$ cat config.mk
export PLATFORM = sky130hd
export DESIGN_NAME = alu_sequencer
export DESIGN_NICKNAME = d
export VERILOG_FILES = /design/src/rtl/alu_sequencer.sv
export SDC_FILE = /design/constraint.sdc
export NUM_CORES = 1
export LEC_CHECK = 0
export CAP_MARGIN = 20
export CORE_MARGIN = 1
export CORE_UTILIZATION = 30
export DETAILED_ROUTE_END_ITERATION = 8
export GPL_TIMING_DRIVEN = 1
export SYNTH_ARGS = -nofsm -noshare
export SYNTH_HDL_FRONTEND = slang
export SYNTH_SLANG_ARGS = --single-unit
$ cat constraint.sdc
create_clock -name CLK -period 2 [get_ports CLK]
set_input_delay 0.4 -clock CLK [delete_from_list [all_inputs] [get_ports CLK]]
set_output_delay 0.4 -clock CLK [all_outputs]
set_load 0.01 [all_outputs]
$ cat src/rtl/alu_sequencer.sv
// alu_sequencer: issues one instruction at a time to the external 8-bit ALU.
// Operands come from a 4x8 register file. The ALU result is written back to
// the destination register and reported on RESULT with a one-cycle pulse.
module alu_sequencer #(
  parameter int unsigned        DATA_W   = 8,
  parameter int unsigned        NREG     = 4,
  parameter logic [DATA_W-1:0]  REG_INIT = 8'h00
) (
  input  logic              CLK,
  input  logic              RST_N,
  input  logic              INSTR_VALID,
  input  logic [15:0]       INSTR,
  output logic              INSTR_READY,
  output logic [3:0]        ALU_OP,
  output logic [DATA_W-1:0] ALU_A,
  output logic [DATA_W-1:0] ALU_B,
  input  logic [DATA_W-1:0] ALU_Z,
  output logic              RESULT_VALID,
  output logic [DATA_W-1:0] RESULT,
  output logic [1:0]        RESULT_RD,
  output logic              ERR,
  input  logic [1:0]        DBG_SEL,
  output logic [DATA_W-1:0] DBG_DATA
);

  localparam logic [3:0] OP_IMM  = 4'hF;
  localparam logic [3:0] OP_LAST = 4'h9;

  typedef enum logic [1:0] {
    S_IDLE = 2'd0,
    S_EXEC = 2'd1,
    S_WB   = 2'd2
  } state_t;

  state_t             r_state;
  state_t             w_next_state;

  logic [DATA_W-1:0]  r_regs [NREG];
  logic [3:0]         r_alu_op;
  logic [DATA_W-1:0]  r_alu_a;
  logic [DATA_W-1:0]  r_alu_b;
  logic [DATA_W-1:0]  r_result;
  logic [1:0]         r_result_rd;
  logic [1:0]         r_rd;
  logic               r_legal;

  logic               w_instr_ready;
  logic               w_accept;
  logic               w_exec_write;
  logic               w_result_valid;
  logic               w_err;

  logic [3:0]         w_op;
  logic [1:0]         w_rd;
  logic [1:0]         w_ra;
  logic [1:0]         w_rb;
  logic [DATA_W-1:0]  w_imm;
  logic               w_legal_op;

  // Instruction field decode; opcodes 1010..1110 are rejected with ERR
  assign w_op       = INSTR[15:12];
  assign w_rd       = INSTR[11:10];
  assign w_ra       = INSTR[9:8];
  assign w_rb       = INSTR[7:6];
  assign w_imm      = DATA_W'(INSTR[7:0]);
  assign w_legal_op = (w_op <= OP_LAST) || (w_op == OP_IMM);
  assign w_accept   = w_instr_ready & INSTR_VALID;

  // State register
  always_ff @(posedge CLK) begin
    if (!RST_N) r_state <= S_IDLE;
    else        r_state <= w_next_state;
  end

  // Next-state logic: fixed IDLE -> EXEC -> WB -> IDLE walk
  always_comb begin
    w_next_state = r_state;
    case (r_state)
      S_IDLE:  if (w_accept) w_next_state = S_EXEC;
      S_EXEC:  w_next_state = S_WB;
      S_WB:    w_next_state = S_IDLE;
      default: w_next_state = S_IDLE;
    endcase
  end

  // Output decode from state; ready is forced low while reset is held
  always_comb begin
    w_instr_ready  = 1'b0;
    w_exec_write   = 1'b0;
    w_result_valid = 1'b0;
    w_err          = 1'b0;
    case (r_state)
      S_IDLE: w_instr_ready = RST_N;
      S_EXEC: w_exec_write  = r_legal;
      S_WB: begin
        w_result_valid = r_legal;
        w_err          = ~r_legal;
      end
      default: ;
    endcase
  end

  // Datapath: operand capture on accept, writeback of ALU_Z at end of EXEC
  always_ff @(posedge CLK) begin
    if (!RST_N) begin
      r_alu_op    <= 4'b0000;
      r_alu_a     <= '0;
      r_alu_b     <= '0;
      r_result    <= '0;
      r_result_rd <= 2'b00;
      r_rd        <= 2'b00;
      r_legal     <= 1'b0;
      for (int i = 0; i < NREG; i++) r_regs[i] <= REG_INIT;
    end else begin
      if (w_accept) begin
        r_alu_op <= w_op;
        r_alu_a  <= r_regs[w_ra];
        r_alu_b  <= (w_op == OP_IMM) ? w_imm : r_regs[w_rb];
        r_rd     <= w_rd;
        r_legal  <= w_legal_op;
      end
      if (w_exec_write) begin
        r_result     <= ALU_Z;
        r_result_rd  <= r_rd;
        r_regs[r_rd] <= ALU_Z;
      end
    end
  end

  assign INSTR_READY  = w_instr_ready;
  assign ALU_OP       = r_alu_op;
  assign ALU_A        = r_alu_a;
  assign ALU_B        = r_alu_b;
  assign RESULT_VALID = w_result_valid;
  assign ERR          = w_err;
  assign RESULT       = r_result;
  assign RESULT_RD    = r_result_rd;
  assign DBG_DATA     = r_regs[DBG_SEL];

endmodule

run_1/m1.png
Scale: 4 px per um. Supply wires on this layer in gray.
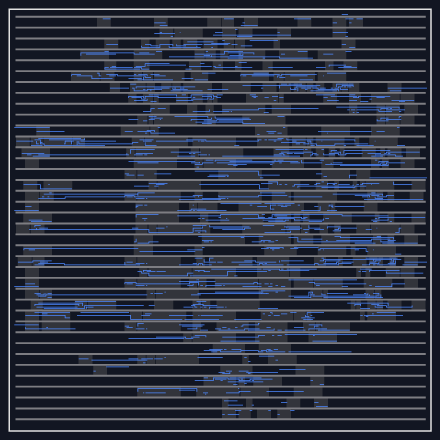
share of all routed wire: 47%
longest straight run: 29.9 um
nets with wire on the layer: 312
Via Count: 2,175
final wirelength: 7100 um

run_1/m2.png
Scale: 4 px per um.
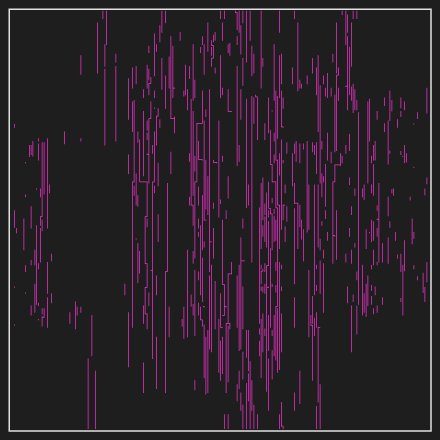
longest straight run: 47.9 um
share of all routed wire: 48%
nets with wire on the layer: 280
wire length on this layer: 3,420 um
main direction: vertical
met2 usage: 0.225

run_1/m3.png
Scale: 6 px per um.
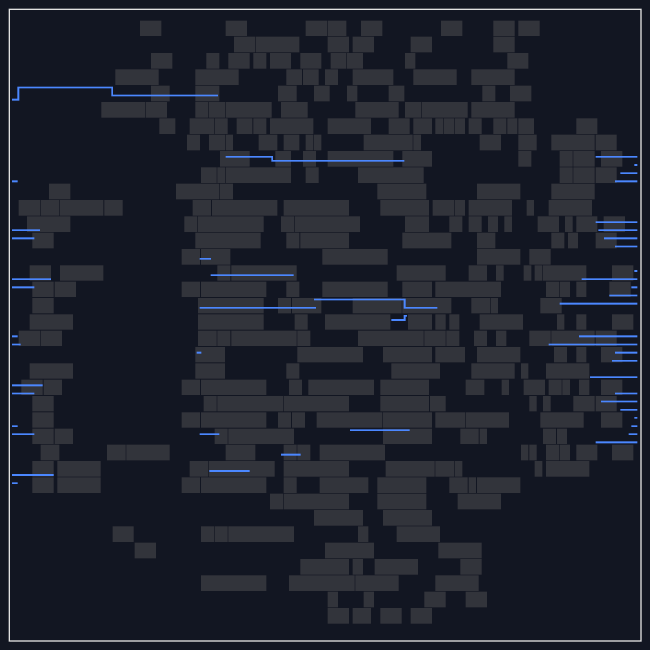
main direction: horizontal
longest straight run: 21.8 um
wire length on this layer: 309 um
share of all routed wire: 4.4%

==> impl_metrics.csv, run 1 <==
group,metric,value,unit
placed_design,hpwl,5430,um
clock_network,clock_sinks,67,
finish,largest_register_ffs,32,
setup_path,cp_cell_sequence,"clkdlybuf4s50_1, buf_12, mux4_2, buf_2",
finish,buffer_area_frac,0.205,
logic_synthesis,top_cell,"dfxtp_1",
routing,wl_met2,3420,um
logic_synthesis,adder_share,0,
pwr,p_seq_frac,0.478,
die,die_h,105,um
pwr,p_comb_frac,0.139,
logic_synthesis,simple_gate_share,0.156,
job,max_cap_viol_count,0,
pwr,pg_comb,0.451,mW
die,core-area,10300,um2
clock_network,postCtsHoldBufs,0,
global_route,grt_max_degree,29,
clock_network,clkTransAtPathRegs,0.07,ns
sta,fin_setup_tns,0,ns
logic_synthesis,syn_area_per_cell,13.3,um2
sta,fin_crit_sh,0.959,
job,warnings,26,
global_route,grt_pass1_vias,2258,
pwr,power_leader,"registers",
clock_network,cts_setup_buffers,0,
sta,setup_ws,0.0824,ns
routing,drtIter0Drc,60,
placed_design,gp_congestion,0.773,
finish,clk_share,0.0502,
pwr,leakagePower,1.63,nW
clock_network,htreeDepth,3,
die,rows,37,
logic_synthesis,synth.logic.top_family,"multiplexers",
logic_synthesis,ys_area,3190,um2
logic_synthesis,async_flop_share,0,
routing,top_layer,"met4",
pwr,peakVddDrop,331,uV
global_route,grt_first_pass_wirelength,11700,um
finish,sh_comb_area,0.322,
logic_synthesis,mux_share,0.188,
finish,design_area,4340,um2
setup_path,setup.worst_path.start,"DBG_SEL[1]",
clock_network,ctsResizeCount,26,
logic_synthesis,ys.flops,67,
setup_path,path_buffers,3,
finish,lay_top_cells,"clkdlybuf4s50_1 (59), dfxtp_1 (33), edfxtp_1 (32)",
finish,syn_to_final_growth,36.2,%
logic_synthesis,yosysTopAreaCellShare,0.302,
pwr,finalPower,3.24,mW
setup_path,max_stage_delay,0.51,ns
logic_synthesis,yosys.area.top_type,"edfxtp_1",
die,dieArea,11000,um2
clock_network,cts_max_path_buffers,2,
setup_path,r2r_setup_slack,0.47,ns
pwr,pwr-share-clk,0.383,
finish,fillers,976,
die,num_tap_cells,136,
finish,n_all_buffers,88,
finish,fin_cells,460,
setup_path,crit_path_end,"DBG_DATA[0]",
setup_path,r2r-start,"r_legal",
finish,final_common_cell,"clkdlybuf4s50_1",
finish,drive_gt1_frac,0.259,
sta,skew,0.00700,ns
sta,setup_viol,0,
sta,slew_violations,0,
logic_synthesis,syn_area,3190,um2
routing,ant_nets,0,
global_route,grt.overflow.total,0,
global_route,grt_util_met1,0.173,
clock_network,cts_root_buf,"clkbuf_8",
placed_design,portBuffers,69,
finish,clock_buffers,11,
logic_synthesis,synth-xor-area-share,0,
setup_path,ff2ff_path_depth,4,
clock_network,clk_latency,0.34,ns
run_status,outcome,"finished, final reports clean",
setup_path,cp_slowest_cell,"clkdlybuf4s50_1",
placed_design,place_ws,-0.493,ns
finish,diodes,0,
finish,fin_util,0.420,
logic_synthesis,yosys_warnings,0,
setup_path,crit_family,"buffers and inverters",
placed_design,dp_cells,444,
routing,wire_per_inst,15.4,um
setup_path,crit_fanout,8,
sta,slew-limit-headroom,0.665,
min_path,min_path_cells,2,
sta,whs,0.461,ns
global_route,grt_use_met3,0.0362,
finish,seq_area,1660,um2
logic_synthesis,syn-num-nets,269,
logic_synthesis,ff_type,"dfxtp_1",
routing,first_pass_iters,4,
pwr,switchingPower,0.747,mW
pwr,power.share.switching,0.230,
pwr,p_clk,1.24,mW
setup_path,r2r_end,"r_regs[1][7]",
pwr,seq_power,1.55,mW
logic_synthesis,synth_cell_types,35,
setup_path,crit_type,"primary input to output pin",
finish,nNetsFinal,348,
logic_synthesis,ys_cells,240,
global_route,grt_antenna_before_repair,0,
setup_path,cp.arrival,1.52,ns
finish,comb_cells,153,
die,fp.dieW,105,um
die,boundaryPins,70,
finish,inverters_excl_clock,0,
global_route,busiest_layer,"met2",
routing,drc,0,
min_path,min_from,"ALU_A[6]",
global_route,grtUsageTotal,0.138,
sta,worst_slew_pin_slew,0.500,ns
setup_path,worst-path-stages,4,
logic_synthesis,synth-edff-count,32,
--- run 2 (diff from run 1) ---
--- a/config.mk
+++ b/config.mk
@@ -6,7 +6,6 @@
 export NUM_CORES = 1
 export LEC_CHECK = 0
 export CAP_MARGIN = 20
-export CORE_MARGIN = 1
 export CORE_UTILIZATION = 30
 export DETAILED_ROUTE_END_ITERATION = 8
 export GPL_TIMING_DRIVEN = 1
==> run 2 against run 1 <==
  * Sequential share of layout area unchanged
  * Synthesized cell count unchanged
  * Hold slack is the same
  * Cell count did not move
  * Largest cell class unchanged
==> impl_metrics.csv, run 2 <==
group,metric,value,unit
logic_synthesis,ff_type,"dfxtp_1",
routing,first_pass_iters,4,
pwr,power.share.switching,0.230,
logic_synthesis,adder_share,0,
logic_synthesis,ys.flops,67,
finish,syn_to_final_growth,36.2,%
global_route,busiest_layer,"met2",
finish,clock_buffers,11,
routing,wirelength,7100,um
logic_synthesis,syn_area,3190,um2
die,num_tap_cells,136,
logic_synthesis,ys_cells,240,
setup_path,crit_family,"buffers and inverters",
logic_synthesis,yosys_warnings,0,
logic_synthesis,yosys.area.top_type,"edfxtp_1",
finish,drive_gt1_frac,0.259,
setup_path,r2r_setup_slack,0.47,ns
die,rows,37,
setup_path,cp_slowest_cell,"clkdlybuf4s50_1",
logic_synthesis,synth-edff-count,32,
setup_path,path_buffers,3,
clock_network,ctsResizeCount,26,
pwr,p_seq_frac,0.478,
finish,inverters_excl_clock,0,
sta,slew-limit-headroom,0.665,
die,die_h,105,um
min_path,min_from,"ALU_A[6]",
routing,drtIter0Drc,60,
setup_path,r2r_end,"r_regs[1][7]",
global_route,grt_pass1_vias,2258,
finish,buffer_area_frac,0.205,
die,dieArea,11000,um2
setup_path,crit_path_end,"DBG_DATA[0]",
pwr,pwr-share-clk,0.383,
logic_synthesis,synth-xor-area-share,0,
finish,n_all_buffers,88,
routing,ant_nets,0,
sta,setup_ws,0.0824,ns
die,boundaryPins,70,
global_route,grt_use_met3,0.0362,
finish,seq_cells,67,
setup_path,ff2ff_path_depth,4,
global_route,grt.overflow.total,0,
clock_network,cts_max_path_buffers,2,
finish,nNetsFinal,348,
finish,diodes,0,
logic_synthesis,ys_area,3190,um2
finish,fillers,976,
clock_network,cts_root_buf,"clkbuf_8",
pwr,pg_comb,0.451,mW
routing,top_layer,"met4",
sta,setup_viol,0,
placed_design,dp_cells,444,
global_route,grt_max_degree,29,
placed_design,portBuffers,69,
sta,fin_setup_tns,0,ns
sta,slew_violations,0,
job,max_cap_viol_count,0,
pwr,finalPower,3.24,mW
setup_path,setup.worst_path.start,"DBG_SEL[1]",
pwr,power_leader,"registers",
pwr,seq_power,1.55,mW
global_route,grt_antenna_before_repair,0,
pwr,power.density,747,nW/um2
run_status,outcome,"finished, final reports clean",
finish,fin_cells,460,
die,fp.dieW,105,um
setup_path,crit_type,"primary input to output pin",
logic_synthesis,synth_cell_types,35,
finish,clk_share,0.0502,
logic_synthesis,async_flop_share,0,
finish,seq_area,1660,um2
sta,skew,0.00700,ns
placed_design,place_ws,-0.493,ns
clock_network,postCtsHoldBufs,0,
global_route,grt_first_pass_wirelength,11700,um
finish,design_area,4340,um2
finish,sh_comb_area,0.322,
sta,fin_crit_sh,0.959,
global_route,use_met2,0.225,
logic_synthesis,mux_share,0.188,
min_path,min_path_cells,2,
finish,final_common_cell,"clkdlybuf4s50_1",
logic_synthesis,top_cell,"dfxtp_1",
pwr,peakVddDrop,331,uV
clock_network,clkTransAtPathRegs,0.07,ns
logic_synthesis,yosysTopAreaCellShare,0.302,
clock_network,clock_sinks,67,
finish,lay_top_cells,"clkdlybuf4s50_1 (59), dfxtp_1 (33), edfxtp_1 (32)",
pwr,p_clk,1.24,mW
die,core-area,10300,um2
sta,whs,0.461,ns
pwr,p_comb_frac,0.139,
clock_network,cts_setup_buffers,0,
setup_path,cp.arrival,1.52,ns
pwr,switchingPower,0.747,mW
logic_synthesis,syn_area_per_cell,13.3,um2
setup_path,r2r-start,"r_legal",
logic_synthesis,synth.logic.top_family,"multiplexers",
clock_network,htreeDepth,3,
setup_path,max_stage_delay,0.51,ns
finish,largest_register_ffs,32,
routing,vias,2175,
routing,wl_met2,3420,um
setup_path,crit_fanout,8,
clock_network,clk_latency,0.34,ns
pwr,leakagePower,1.63,nW
job,warnings,26,
placed_design,hpwl,5430,um
logic_synthesis,syn-num-nets,269,
sta,worst_slew_pin_slew,0.500,ns
die,initial_core_util,0.309,
setup_path,cp_cell_sequence,"clkdlybuf4s50_1, buf_12, mux4_2, buf_2",
logic_synthesis,simple_gate_share,0.156,
placed_design,gp_congestion,0.773,
finish,comb_cells,153,
setup_path,worst-path-stages,4,
run_2/m2.png
Scale: 4 px per um.
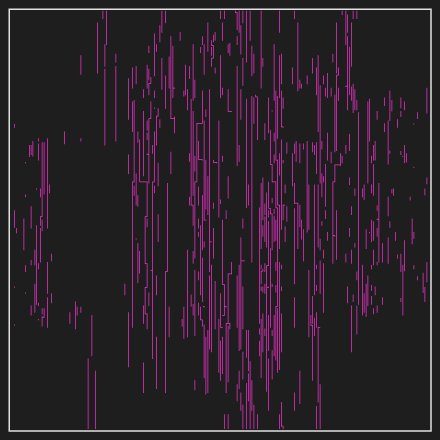
nets with wire on the layer: 280
share of all routed wire: 48%
main direction: vertical

run_2/congestion_map.png
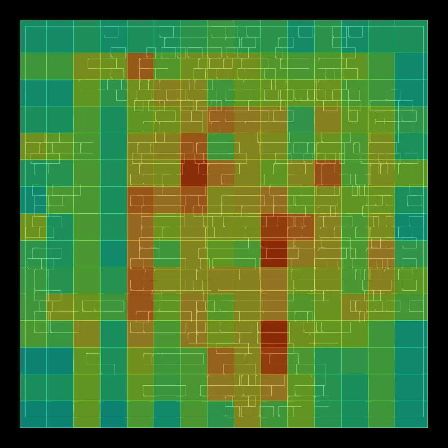
drt wl/cell: 15.4 um
GRT Util Overall: 0.138
met1 GRT Util: 0.173
final core occ: 0.420

--- run 3 (diff from run 2) ---
--- a/config.mk
+++ b/config.mk
@@ -9,6 +9,7 @@
 export CORE_UTILIZATION = 30
 export DETAILED_ROUTE_END_ITERATION = 8
 export GPL_TIMING_DRIVEN = 1
+export PLACE_DENSITY_LB_ADDON = 0.05
 export SYNTH_ARGS = -nofsm -noshare
 export SYNTH_HDL_FRONTEND = slang
 export SYNTH_SLANG_ARGS = --single-unit
==> constraint.sdc (replaced) <==
create_clock -name CLK -period 2 [get_ports CLK]
set_input_delay 0.4 -clock CLK [delete_from_list [all_inputs] [get_ports CLK]]
set_output_delay 0.4 -clock CLK [all_outputs]
set_load 0.005 [all_outputs]
==> run 3 against run 2 <==
  * Die area unchanged
  * Flip-flop count unchanged
  * Register-to-register slack got worse by 0.05 ns
  * Clock skew increased by 0.0029 ns
  * Utilization increased by 0.63 points
  * Worst setup slack got worse by 0.043 ns
  * Sequential power about the same
  * Hold slack got worse by 0.0034 ns
  * Critical path type unchanged
==> impl_metrics.csv, run 3 <==
group,metric,value,unit
run_status,outcome,"finished, final reports clean",
die,core-area,10300,um2
sta,slew_violations,0,
logic_synthesis,simple_gate_share,0.156,
setup_path,worst-path-stages,5,
clock_network,htreeDepth,3,
routing,wl_met2,3400,um
finish,seq_cells,67,
logic_synthesis,ys_area,3190,um2
logic_synthesis,yosysTopAreaCellShare,0.302,
sta,worst_slew_pin_slew,0.465,ns
logic_synthesis,ys_cells,240,
clock_network,cts_setup_buffers,2,
sta,fmax,510,MHz
routing,drtIter0Drc,51,
logic_synthesis,mux_share,0.188,
logic_synthesis,syn-num-nets,269,
global_route,grtUsageTotal,0.147,
finish,clk_share,0.0455,
logic_synthesis,yosys.area.top_type,"edfxtp_1",
logic_synthesis,synth-edff-count,32,
global_route,grt_pass1_vias,2248,
finish,design_area,4400,um2
pwr,pwr-share-clk,0.364,
finish,fin_util,0.426,
global_route,grt_antenna_before_repair,0,
finish,fin_cells,465,
setup_path,crit_path_end,"DBG_DATA[0]",
setup_path,crit_family,"buffers and inverters",
pwr,peakVddDrop,304,uV
setup_path,crit_fanout,3,
die,initial_core_util,0.309,
min_path,min_from,"ALU_A[2]",
global_route,grt_use_met3,0.0268,
finish,comb_cells,153,
finish,top_register,"r_regs",
routing,first_pass_iters,4,
job,max_cap_viol_count,0,
placed_design,dp_cells,447,
finish,diodes,0,
logic_synthesis,synth_cell_types,35,
clock_network,cts_root_buf,"clkbuf_8",
sta,fin_setup_tns,0,ns
sta,skew,0.00993,ns
finish,seq_area,1660,um2
setup_path,cp.arrival,1.56,ns
setup_path,path_buffers,4,
job,warnings,26,
finish,fillers,1002,
finish,nNetsFinal,353,
die,die_h,105,um
sta,whs,0.458,ns
clock_network,cts_max_path_buffers,2,
pwr,power.share.switching,0.248,
routing,drc,0,
finish,lay_top_cells,"clkdlybuf4s50_1 (58), dfxtp_1 (33), edfxtp_1 (32)",
logic_synthesis,yosys_warnings,0,
die,fp.dieW,105,um
pwr,p_clk,1.14,mW
logic_synthesis,area_leaders,"edfxtp_1 (30%), dfxtp_1 (22%), mux4_2 (16%), and2_1 (3.3%), nand2_1 (2.7%)",
routing,top_layer,"met4",
finish,final_common_cell,"clkdlybuf4s50_1",
setup_path,ff2ff_path_depth,4,
placed_design,portBuffers,69,
setup_path,setup.worst_path.start,"DBG_SEL[0]",
die,boundaryPins,70,
clock_network,postCtsHoldBufs,0,
global_route,grt_max_degree,25,
setup_path,cp_slowest_cell,"mux4_2",
finish,buffer_area_frac,0.220,
routing,wire_per_inst,16.0,um
logic_synthesis,top_cell,"dfxtp_1",
sta,setup_viol,0,
logic_synthesis,ff_type,"dfxtp_1",
logic_synthesis,synth.logic.top_family,"multiplexers",
pwr,internal-power,2.36,mW
placed_design,hpwl,5590,um
global_route,busiest_layer,"met2",
pwr,leakagePower,1.65,nW
placed_design,place_ws,-0.446,ns
sta,slew-limit-headroom,0.688,
clock_network,clkTransAtPathRegs,0.07,ns
global_route,grt_util_met1,0.207,
sta,fin_crit_sh,0.980,
finish,inverters_excl_clock,0,
clock_network,clock_sinks,67,
global_route,grt.overflow.total,0,
logic_synthesis,syn_area_per_cell,13.3,um2
logic_synthesis,adder_share,0,
finish,n_all_buffers,93,
finish,sh_comb_area,0.318,
pwr,pg_comb,0.449,mW
routing,wl_met1,3550,um
finish,drive_gt1_frac,0.258,
pwr,seq_power,1.55,mW
setup_path,cp_cell_sequence,"clkdlybuf4s15_2, buf_12, buf_4, mux4_2, clkdlybuf4s15_1",
logic_synthesis,syn_area,3190,um2
logic_synthesis,async_flop_share,0,
sta,setup_ws,0.0398,ns
pwr,switchingPower,0.779,mW
setup_path,r2r_setup_slack,0.42,ns
finish,clock_buffers,9,
global_route,grt_first_pass_wirelength,12400,um
clock_network,tritoncts,"done",
setup_path,r2r-start,"r_state[0]",
pwr,power.density,713,nW/um2
pwr,power_leader,"registers",
pwr,p_comb_frac,0.143,
placed_design,gp_congestion,0.755,
clock_network,ctsResizeCount,20,
finish,largest_register_ffs,32,
logic_synthesis,synth-xor-area-share,0,
min_path,min_path_cells,2,
setup_path,max_stage_delay,0.51,ns
die,num_tap_cells,136,
run_3/m2.png
Scale: 4 px per um.
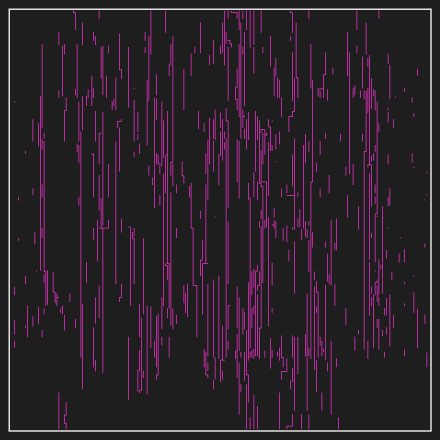
longest straight run: 56.4 um
main direction: vertical
met2 usage: 0.223
final wirelength: 7420 um
Via Count: 2,186

run_3/m1.png
Scale: 4 px per um. Supply wires on this layer in gray.
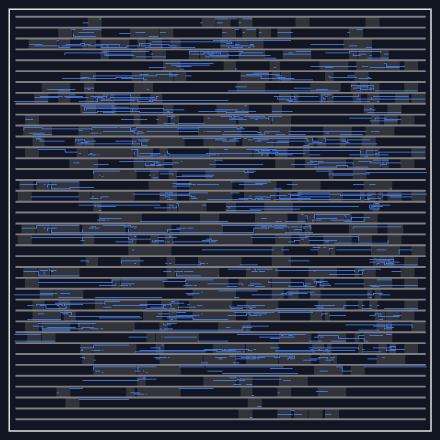
main direction: horizontal
longest straight run: 33.1 um
nets with wire on the layer: 307
wire length on this layer: 3,550 um
share of all routed wire: 48%

No activity file was given, so power comes from the tool's default toggle rates.
